==> config.mk <==
export PLATFORM = sky130hd
export DESIGN_NAME = mem_sweep_ctrl
export DESIGN_NICKNAME = d
export VERILOG_FILES = /design/src/rtl/mem_sweep_ctrl.sv
export SDC_FILE = /design/constraint.sdc
export NUM_CORES = 1
export LEC_CHECK = 0
export ABC_AREA = 1
export CORE_MARGIN = 2
export CORE_UTILIZATION = 53
export CTS_CLUSTER_DIAMETER = 120
export DETAILED_ROUTE_END_ITERATION = 12
export PLACE_DENSITY_LB_ADDON = 0.15
export SLEW_MARGIN = 10
export SYNTH_ARGS = -nofsm -noshare
export SYNTH_HDL_FRONTEND = slang
export SYNTH_SLANG_ARGS = --single-unit
==> constraint.sdc <==
create_clock -name clk -period 1.9 [get_ports clk]
set_clock_uncertainty 0.05 [all_clocks]
set_input_delay 0.57 -clock clk [delete_from_list [all_inputs] [get_ports clk]]
set_output_delay 0.57 -clock clk [all_outputs]
set_load 0.005 [all_outputs]
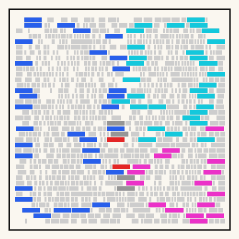
*Where the registers sit*
Scale: 2 px per um. Other sequential cells in the stronger grey, the rest of the logic in the fainter grey.
[`pass_cnt`] magenta | flops: 16 | where: bottom right
[`mode_q`] red | flops: 2
[`addr`] cyan | flops: 30
[`data_out`] blue | flops: 32
not coloured: 4
FF+latch area: 2110 um^2
Layout Utilization: 80.6%

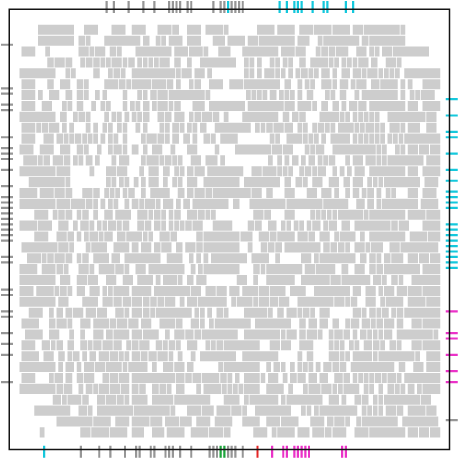
*Ports around the boundary*
Scale: 4 px per um. Pins as bars across the die edge, other pins in grey.
[`pass_cnt`] magenta | pins: 16 | direction: output | edge: 10 bottom, 6 right
[`mode`] green | pins: 2 | direction: input | edge: bottom
[`wr_en`] red | pins: 1 | direction: output | edge: bottom
[`addr`] cyan | pins: 32 | direction: output | edge: 20 right, 11 top, 1 bottom
all pins by edge: 34 bottom, 30 left, 29 top, 27 right
Buffers on Ports: 117
horizontal die size: 110 um
Chip Height: 110 um

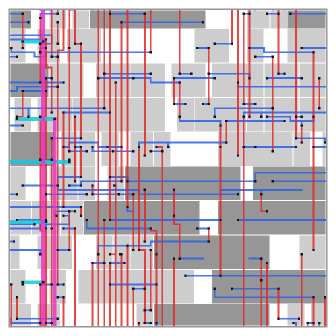
*Zoomed window*
Window x 42 to 67, y 20 to 45 um. Cells in grey, sequential cells in the stronger grey; small squares are vias.
[M3] cyan
[M1] blue
[M4] magenta
[M2] red
cells with their middle in the window: 60
most frequent: buf_4 (13), nand2_1 (11), dfrtp_1 (8)
sequential cells in the window: 8

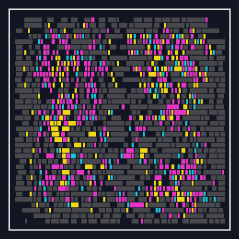
*Logic cells by family*
Scale: 2 px per um.
[nand cells] magenta | cells: 323 | where: all over the die
[inv cells] cyan | cells: 106 | where: all over the die
[nor cells] yellow | cells: 171 | where: all over the die
Post-Layout Cell Count: 1278
dominant logic cell type in the layout: nand2_1
Comb/total area: 38.4%

==> CHANGELOG.md <==
### Changed

* Post-DR wirelength/cell at about 15 um
* I/O pin count at approximately 120
* Clkbuf count at 10
* Worst-Skew Late Latency at between 0.3 and 0.4 ns
* Fillers at about 800
* Row Count at 38
* Area Overhead vs Synth at 48.3%
* Complex Gates by Area at 15.2%
* Cell area leaders: dfrtp_1 36%, nand2_1 14%, nor2_1 8.2%, inv_1 6.2%, nand3_1 6.0%
* Crit-path max FO at 2
* FMAX at 527 MHz
* Tool warnings at 32
* WP data required at 1.28 ns
* Unique cell type count in the Yosys netlist at ~40
* ClkCell Share at about 3%
* Max-Cap Viols at 0
* Status: finished clean
* Inverters, non-clock at between 100 and 150
* Non-clk buf share at between 20% and 30%
* Ys async rst share at 100%
* Yosys reg bits at between 80 and 90
* Drt total wl at roughly 19000 um
* Levels on crit path at 3
* Met2 Resource Use GR at between 50 and 60%
* Cell taking the most area after synthesis: dfrtp_1
* Placement Cell Area at 7870 um^2
* Endpoints failing setup at 0
* Gpl congestion at around 0.95
* Top Layout Cells: 209 x nand2_1, 143 x buf_4, 122 x nor2_1, 92 x inv_1, 80 x dfrtp_1
* Fin crit period at roughly 1.9 ns
* Clock share of power at between 10% and 20%
* Total gr overflow at 0
* WP buf/inv at 2
* Clk slew on worst S/H paths at 0.09 ns
* CTS tree: yes
* First-pass detailed-route iteration total at 5
* Cts repair resizes at 28
* Post-CTS Setup Bufs at between 40 and 50
* Slowest cell on the critical path: dfrtp_1
* Crit Path Category: flip-flop to output port
* Drc violations at 0
* Power Dens Cells at between 1000 and 1500 nW/um^2
* Cells after DPL at 1203
* Register share after synthesis at ~36%
* Worst vdd rail ir drop at ~1.0 mV
* Metal3 WL at roughly 1100 um
* Routed met1 length at around 8000 um
* Critical Path AT at 1.28 ns
[power by group through the flow]
stage          Sequential (mW)  Clock [mW]  Combinational (mW)
2_1_floorplan             2.90           0                2.53
3_3_place_gp              2.93           0                4.92
3_5_place_dp              2.94           0                4.99
4_1_cts                   2.80        1.74                5.35
5_1_grt                   2.87        1.82                6.18
6_report                  2.81        1.72                5.64
[synth_stat cells (6+ instances only)]
master    instances
nand2_1         214
nor2_1          129
inv_1            98
dfrtp_1          84
nand3_1          71
a21oi_1          51
o21ai_0          49
a211oi_1         23
nand4_1          20
nor3_1           15
nor2_4           13
nor2_2           12
clkbuf_1         11
o21ai_1          11
ha_1              9
nand2_2           9
a31oi_1           8
inv_2             6
o22ai_1           6
Power figures rest on the tool's default switching activity, not on a simulated workload.
